==> src/rtl/pc_sequencer_pkg.sv <==
// Shared definitions for the PC sequencer.
//   - PC_SRC_* : next-PC selector encodings, identical to the branch controller output
//   - state_t  : sequencer FSM states
//   - TRAP_CAUSE_* : cause codes reported on trap_cause
package pc_sequencer_pkg;

    localparam logic [1:0] PC_SRC_SEQ     = 2'b00;
    localparam logic [1:0] PC_SRC_BRANCH  = 2'b01;
    localparam logic [1:0] PC_SRC_JALR    = 2'b10;
    localparam logic [1:0] PC_SRC_ILLEGAL = 2'b11;

    localparam logic [1:0] TRAP_CAUSE_NONE     = 2'b00;
    localparam logic [1:0] TRAP_CAUSE_MISALIGN = 2'b01;
    localparam logic [1:0] TRAP_CAUSE_ILLEGAL  = 2'b10;

    typedef enum logic [1:0] {
        ST_FETCH = 2'd0,
        ST_EXEC  = 2'd1,
        ST_HALT  = 2'd2,
        ST_TRAP  = 2'd3
    } state_t;

endpackage

==> src/rtl/pc_sequencer_next_calc.sv <==
// Combinational next-PC selection and target checking.
// Ports:
//   pc          in   current PC
//   pc_src      in   selector from the branch controller
//   imm         in   sign-extended branch/JAL offset
//   jalr_target in   JALR target from the ALU (bit 0 is cleared here)
//   next_pc     out  candidate next PC (modulo 2^XLEN)
//   misaligned  out  candidate is not 4-byte aligned (only for legal selectors)
//   illegal     out  selector is the reserved encoding
module pc_next_calc
    import pc_sequencer_pkg::*;
#(
    parameter int XLEN = 32
) (
    input  logic [XLEN-1:0] pc,
    input  logic [1:0]      pc_src,
    input  logic [XLEN-1:0] imm,
    input  logic [XLEN-1:0] jalr_target,
    output logic [XLEN-1:0] next_pc,
    output logic            misaligned,
    output logic            illegal
);

    always_comb begin
        next_pc = pc + XLEN'(4);
        illegal = 1'b0;
        unique case (pc_src)
            PC_SRC_SEQ:    next_pc = pc + XLEN'(4);
            PC_SRC_BRANCH: next_pc = pc + imm;
            // JALR drops bit 0 of the computed target; masking keeps every
            // input bit referenced.
            PC_SRC_JALR:   next_pc = jalr_target & ~XLEN'(1);
            default: begin
                next_pc = pc;
                illegal = 1'b1;
            end
        endcase
        misaligned = !illegal && (next_pc[1:0] != 2'b00);
    end

endmodule

==> src/rtl/pc_sequencer.sv <==
// PC register and fetch sequencer.
// Fetches one instruction, presents it for one execute slot, then commits the
// next PC chosen by the branch controller. Misaligned targets and the reserved
// selector raise a sticky trap; halt parks the sequencer until reset.
// Ports:
//   clk, rst                 clock and synchronous active-high reset
//   pc_src, imm, jalr_target next-PC controls, sampled in EXEC when not stalled
//   halt, stall              execute-slot controls (stall has priority)
//   imem_rdata, imem_valid   instruction memory response
//   imem_req, imem_addr      instruction memory request (level, held until valid)
//   instr, instr_valid       execute-slot instruction for decode
//   pc, pc_plus4             current PC and its link value
//   trap, trap_pc, trap_cause sticky trap status
//   halted                   sticky halt status
//   instret                  retired-instruction counter (wraps)
module pc_sequencer
    import pc_sequencer_pkg::*;
#(
    parameter int              XLEN     = 32,
    parameter logic [XLEN-1:0] RESET_PC = '0
) (
    input  logic            clk,
    input  logic            rst,
    input  logic [1:0]      pc_src,
    input  logic [XLEN-1:0] imm,
    input  logic [XLEN-1:0] jalr_target,
    input  logic            halt,
    input  logic            stall,
    input  logic [31:0]     imem_rdata,
    input  logic            imem_valid,
    output logic            imem_req,
    output logic [XLEN-1:0] imem_addr,
    output logic [31:0]     instr,
    output logic            instr_valid,
    output logic [XLEN-1:0] pc,
    output logic [XLEN-1:0] pc_plus4,
    output logic            trap,
    output logic [XLEN-1:0] trap_pc,
    output logic [1:0]      trap_cause,
    output logic            halted,
    output logic [31:0]     instret
);

    state_t          state_reg;
    logic [XLEN-1:0] pc_reg;
    logic [31:0]     instr_reg;
    logic [XLEN-1:0] trap_pc_reg;
    logic [1:0]      trap_cause_reg;
    logic [31:0]     instret_reg;
    logic            imem_req_reg;
    logic            instr_valid_reg;
    logic            trap_reg;
    logic            halted_reg;

    logic [XLEN-1:0] next_pc;
    logic            misaligned;
    logic            illegal;

    pc_next_calc #(
        .XLEN(XLEN)
    ) u_next_calc (
        .pc          (pc_reg),
        .pc_src      (pc_src),
        .imm         (imm),
        .jalr_target (jalr_target),
        .next_pc     (next_pc),
        .misaligned  (misaligned),
        .illegal     (illegal)
    );

    // Single FSM block; the status outputs are registered alongside the state
    // so every output except pc_plus4 comes straight from a flop.
    always_ff @(posedge clk) begin
        if (rst) begin
            state_reg       <= ST_FETCH;
            pc_reg          <= RESET_PC;
            instr_reg       <= '0;
            trap_pc_reg     <= '0;
            trap_cause_reg  <= TRAP_CAUSE_NONE;
            instret_reg     <= '0;
            imem_req_reg    <= 1'b1;
            instr_valid_reg <= 1'b0;
            trap_reg        <= 1'b0;
            halted_reg      <= 1'b0;
        end else begin
            unique case (state_reg)
                ST_FETCH: begin
                    if (imem_valid) begin
                        instr_reg       <= imem_rdata;
                        state_reg       <= ST_EXEC;
                        imem_req_reg    <= 1'b0;
                        instr_valid_reg <= 1'b1;
                    end
                end
                ST_EXEC: begin
                    // stall > halt > pc_src
                    if (!stall) begin
                        if (halt) begin
                            state_reg       <= ST_HALT;
                            instret_reg     <= instret_reg + 32'd1;
                            instr_valid_reg <= 1'b0;
                            halted_reg      <= 1'b1;
                        end else if (illegal || misaligned) begin
                            state_reg       <= ST_TRAP;
                            trap_pc_reg     <= pc_reg;
                            trap_cause_reg  <= illegal ? TRAP_CAUSE_ILLEGAL
                                                       : TRAP_CAUSE_MISALIGN;
                            instr_valid_reg <= 1'b0;
                            trap_reg        <= 1'b1;
                        end else begin
                            state_reg       <= ST_FETCH;
                            pc_reg          <= next_pc;
                            instret_reg     <= instret_reg + 32'd1;
                            instr_valid_reg <= 1'b0;
                            imem_req_reg    <= 1'b1;
                        end
                    end
                end
                default: begin
                    // HALT and TRAP hold everything until reset.
                end
            endcase
        end
    end

    assign imem_req    = imem_req_reg;
    assign imem_addr   = pc_reg;
    assign instr       = instr_reg;
    assign instr_valid = instr_valid_reg;
    assign pc          = pc_reg;
    assign pc_plus4    = pc_reg + XLEN'(4);
    assign trap        = trap_reg;
    assign trap_pc     = trap_pc_reg;
    assign trap_cause  = trap_cause_reg;
    assign halted      = halted_reg;
    assign instret     = instret_reg;

endmodule
==> config.mk <==
export PLATFORM = sky130hd
export DESIGN_NAME = pc_sequencer
export DESIGN_NICKNAME = d
export VERILOG_FILES = /design/src/rtl/pc_sequencer_pkg.sv /design/src/rtl/pc_sequencer_next_calc.sv /design/src/rtl/pc_sequencer.sv
export SDC_FILE = /design/constraint.sdc
export NUM_CORES = 1
export LEC_CHECK = 0
export ABC_AREA = 1
export CAP_MARGIN = 0
export CORE_UTILIZATION = 35
export CTS_CLUSTER_DIAMETER = 60
export CTS_CLUSTER_SIZE = 8
export DETAILED_ROUTE_END_ITERATION = 8
export SETUP_SLACK_MARGIN = 0.5
export SYNTH_ARGS = -nofsm -noshare
export SYNTH_HDL_FRONTEND = slang
export SYNTH_HIERARCHICAL = 1
export SYNTH_SLANG_ARGS = --single-unit
==> constraint.sdc <==
create_clock -name clk -period 2.5 [get_ports clk]
set_input_delay 0.25 -clock clk [delete_from_list [all_inputs] [get_ports clk]]
set_output_delay 0.25 -clock clk [all_outputs]
set_load 0.03 [all_outputs]
Fig. 1: run 1, clock network drawn from the DEF
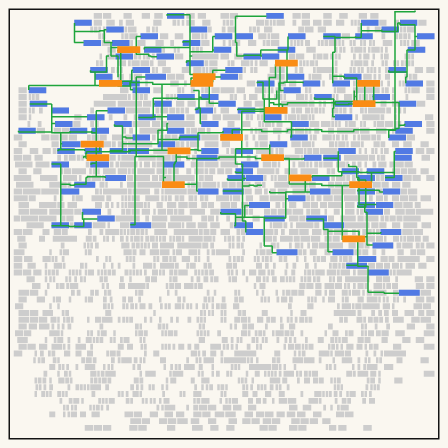
[orange] clock-net drivers | count: 17
[blue] flip-flops | count: 136
[green] clock wires | length: 2040 um
routed clock nets: 18
portion of total power attributed to the clock network: 0.391
Clock Power: 2.70 mW
worst skew pair latency: 0.43 ns
Clock Skew: 0.0106 ns

Fig. 2: run 1, routing congestion map
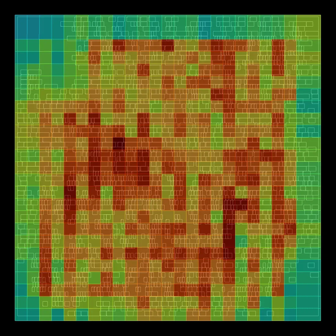
met2 GRT Util: 0.481
fraction of the core area covered by cells at the end of the flow: 0.611
overall global routing resource usage: 0.293
met3 usage in global routing: 0.0641
Most Crowded Layer GR: met2

Fig. 3: run 1, I/O pins on the die edge
Pins as bars across the die edge, other pins in grey.
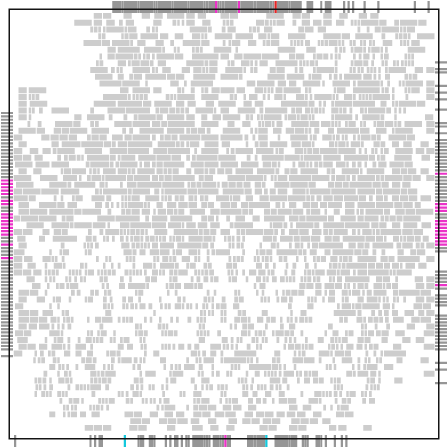
| colour | port | pins | direction | edge |
|---|---|---|---|---|
| red | halted | 1 | output | north |
| cyan | pc_src | 2 | input | south |
| magenta | pc_plus4 | 32 | output | 16 west, 13 east, 2 north, 1 south |
number of buffer cells added on primary ports: 299
die boundary height: 172 um
floorplan die width: 172 um

Fig. 4: run 1, placed cells, one colour a class
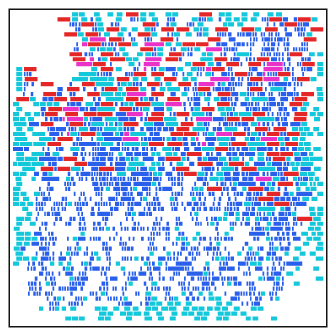
| colour | class | cells |
|---|---|---|
| red | registers | 136 |
| blue | remaining logic cells | 1453 |
| cyan | remaining buffers and delay cells | 510 |
| magenta | clock drivers and dummy loads | 32 |

## run 1: final cells by class
type / instances / area (um2) / area share
Antenna cell: 1 / 2.50 / 0.000143
Clock buffer: 20 / 437 / 0.0250
Clock inverter: 12 / 176 / 0.0101
Inverter: 210 / 827 / 0.0473
Multi-Input combinational cell: 1243 / 7310 / 0.418
Sequential cell: 136 / 2820 / 0.161
Tap cell: 384 / 480 / 0.0275
Timing Repair Buffer: 510 / 5430 / 0.311
## run 1: report_power, final
| part | total (mW) | internal (mW) | switching, mW | leakage (nW) |
|---|---|---|---|---|
| Combinational | 1.86 | 0.822 | 1.04 | 6.56 |
| Sequential | 2.33 | 2.25 | 0.0807 | 1.13 |
| Clock | 2.70 | 1.67 | 1.03 | 0.294 |
| Total | 6.89 | 4.74 | 2.15 | 7.98 |
==> qor.log, run 1 <==
qor: outcome.outcome completed
qor: cells_and_area.nFillCells 2558
qor: placed_design.place_hpwl 33300 um
qor: synthesis.number_of_library_cell_types_mapped_by_synthesis 42
qor: timing.slew_headroom 0.262
qor: critical_path.largest_incremental_delay_on_the_critical_path 0.44 ns
qor: hold_path.min_delay_path_depth 3
qor: clock_tree.hold_buffers 0
qor: route.via_per_inst 5.08
qor: critical_path.worst_setup_path_startpoint imem_addr[0]
qor: synthesis.post_synth_area_hogs dfxtp_1 (27%), nand2_1 (16%), nor2_1 (8.1%), inv_1 (7.6%), a21oi_1 (6.2%)
qor: synthesis.aoi_share 0.141
qor: synthesis.synth_instances 1669
qor: cells_and_area.mostFrequentLayoutCell nand2_1
qor: synthesis.top_area_frac 0.268
qor: route.wirelength_routed 46200 um
qor: route.top_layer_used met4
qor: clock_tree.clkTransAtPathRegs 0.07 ns
qor: synthesis.synthXorXnorAreaFrac 0.0267
qor: global_route.grt_max_degree 86
qor: synthesis.yosys_cells 1669
qor: clock_tree.num_cts_buffers 17
qor: clock_tree.max_clock_buf_depth 2
qor: critical_path.cp_max_fo 6
qor: timing.layout_worst_path_cycle_share 0.964
qor: synthesis.numSynthFlops 136
qor: placed_design.dp_cells 2390
qor: critical_path.critical-path-top-delay-family simple AND/OR/NAND/NOR gates
qor: synthesis.synth_top_cell_by_count nand2_1
qor: critical_path.critical-path-slowest-cell fa_1
qor: critical_path.crit_path_cell_trace ha_4 > fa_1 > nand2_1 > nand3_2 > nor2_4 > nor2_4 > nor2_2 > buf_6 > nand3_4 > buf_12 > clkbuf_16 > o21ai_1 > a21oi_2
qor: critical_path.critical_path_arrival 2.73 ns
qor: timing.final_max_slew_viol_count 0
qor: cells_and_area.drive_above_1_share 0.255
qor: critical_path.reg2reg_setup_slack 0.09 ns
qor: route.detailroute.wirelength.met2 21700 um
qor: global_route.grt_remaining_overflow 0
qor: global_route.wire_length_of_the_first_global_routing_pass 65600 um
qor: cells_and_area.layout_top_cells_excl_fill_tap nand2_1 (407), clkdlybuf4s50_1 (250), nor2_1 (196)
qor: clock_tree.cts_setup_buffers 42
qor: flow_run.drv.max_cap_violation_count 0
qor: cells_and_area.area_growth 72.0%
qor: global_route.antenna_found_initial 0
qor: timing.timing_worst_slew_pin_value 1.11 ns
qor: synthesis.total_number_of_yosys_warnings 6
qor: placed_design.post-place-ws -0.342 ns
qor: synthesis.largest_non_sequential_cell_family_by_area simple AND/OR/NAND/NOR gates
qor: hold_path.hold-path-endpoint instr[14]
qor: critical_path.crit_top_cell nor2_4
qor: clock_tree.cts_repair_resize_count 217
qor: route.route.detailed.drc 0
qor: route.via_count_of_the_routed_design 12800
qor: global_route.groute.layer.met1.usage 0.371
qor: timing.tns 0 ns
qor: clock_tree.cts_tree yes
qor: synthesis.synth_area 10200 um2
qor: route.detailroute.wirelength.met3 3430 um
qor: timing.fmax 0.415 GHz
qor: synthesis.syn_avg_cell_area 6.09 um2
qor: critical_path.worst-setup-path-type flip-flop to flip-flop
qor: placed_design.gpl.final_weighted_congestion 0.907
qor: critical_path.reg2reg_from imem_addr[0]
qor: clock_tree.ctsRootBufferMaster clkbuf_16
qor: global_route.vias_in_the_first_global_route 11800
qor: power_and_ir_drop.worst_supply_voltage_drop_on_vdd 0.457 mV
qor: clock_tree.tritoncts_num_sinks 136
## Run 2: what changed since run 1
SLEW_MARGIN = 15   (was default)
Fig. 5: run 2, routing congestion map
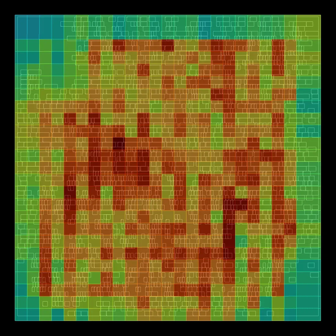
detail-routed net length per standard cell: 18.4 um
GR Util met1: 0.371

Fig. 6: run 2, I/O pins on the die edge
Pins as bars across the die edge, other pins in grey.
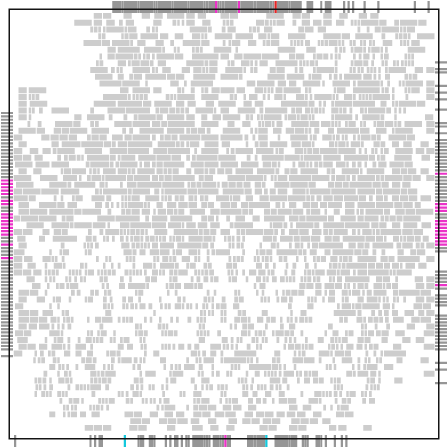
| colour | port | pins | direction | edge |
|---|---|---|---|---|
| red | halted | 1 | output | north |
| cyan | pc_src | 2 | input | south |
| magenta | pc_plus4 | 32 | output | 16 west, 13 east, 2 north, 1 south |
all pins by edge: 97 north, 72 west, 68 east, 64 south

==> run 2 against run 1 <==
  * Non-clock buffer count unchanged
  * Global-route usage is the same
  * Worst hold slack is the same
  * Critical endpoint unchanged
  * Largest power group unchanged
  * Highest routed layer unchanged
==> qor.log, run 2 <==
qor: outcome.outcome completed
qor: cells_and_area.num-multi-input-gates 1243
qor: synthesis.number_of_library_cell_types_mapped_by_synthesis 42
qor: cells_and_area.layout_top_cells_excl_fill_tap nand2_1 (407), clkdlybuf4s50_1 (250), nor2_1 (196)
qor: clock_tree.hold_buffers 0
qor: placed_design.post-place-ws -0.342 ns
qor: global_route.antenna_found_initial 0
qor: global_route.vias_in_the_first_global_route 11800
qor: clock_tree.ctsRootBufferMaster clkbuf_16
qor: global_route.wire_length_of_the_first_global_routing_pass 65600 um
qor: critical_path.critical-path-slowest-cell fa_1
qor: route.detailroute.wirelength.met3 3430 um
qor: hold_path.min_delay_path_depth 3
qor: cells_and_area.count_of_antenna_diodes_in_the_layout 1
qor: critical_path.reg2reg_from imem_addr[0]
qor: critical_path.critical-path-top-delay-family simple AND/OR/NAND/NOR gates
qor: route.top_layer_used met4
qor: timing.tns 0 ns
qor: synthesis.synth_area 10200 um2
qor: clock_tree.cts_repair_resize_count 217
qor: global_route.grt_max_degree 86
qor: clock_tree.num_cts_buffers 17
qor: cells_and_area.dominant_cells logic gates
qor: synthesis.total_number_of_yosys_warnings 6
qor: placed_design.dp_cells 2390
qor: floorplanning.dieHeight 172 um
qor: floorplanning.tapcell.inserted 384
qor: cells_and_area.nFillCells 2558
qor: synthesis.syn_avg_cell_area 6.09 um2
qor: clock_tree.clkTransAtPathRegs 0.07 ns
qor: placed_design.gpl.final_weighted_congestion 0.907
qor: cells_and_area.drive_above_1_share 0.255
qor: synthesis.top_area_frac 0.268
qor: synthesis.synth_instances 1669
qor: cells_and_area.layout.core_utilization 0.611
qor: floorplanning.die.size.x 172 um
qor: critical_path.crit_top_cell nor2_4
qor: global_route.use_met3 0.0641
## run 2: cell counts after synthesis
Identical to the previous run, type by type.
## run 2: report_power, final
group | switching [mW] | internal (mW)
logic | 1.04 | 0.822
clock network | 1.03 | 1.67
registers | 0.0807 | 2.25
total | 2.15 | 4.74
## run 2: how the worst max path moves through the flow
stage	endpoint	slack, ns
3_5_place_dp	trap_pc[28]	-0.34
4_1_cts	pc_plus4[25]	0.17
5_1_grt	imem_addr[18]	0.02
6_report	imem_addr[24]	0.09
3_3_place_gp	trap_pc[31]	-0.29
2_1_floorplan	instret[24]	0.35
## run 2: cells by family after synthesis
kind of cell               synth area share
AOI/OAI and AO/OA                     0.141
xor gates and xnor gates             0.0267
adders and majority gates            0.0438
buffers and inverters                 0.126
DFF                                   0.268
and+or+nand+nor                       0.394
No activity file was given, so power comes from the tool's default toggle rates.
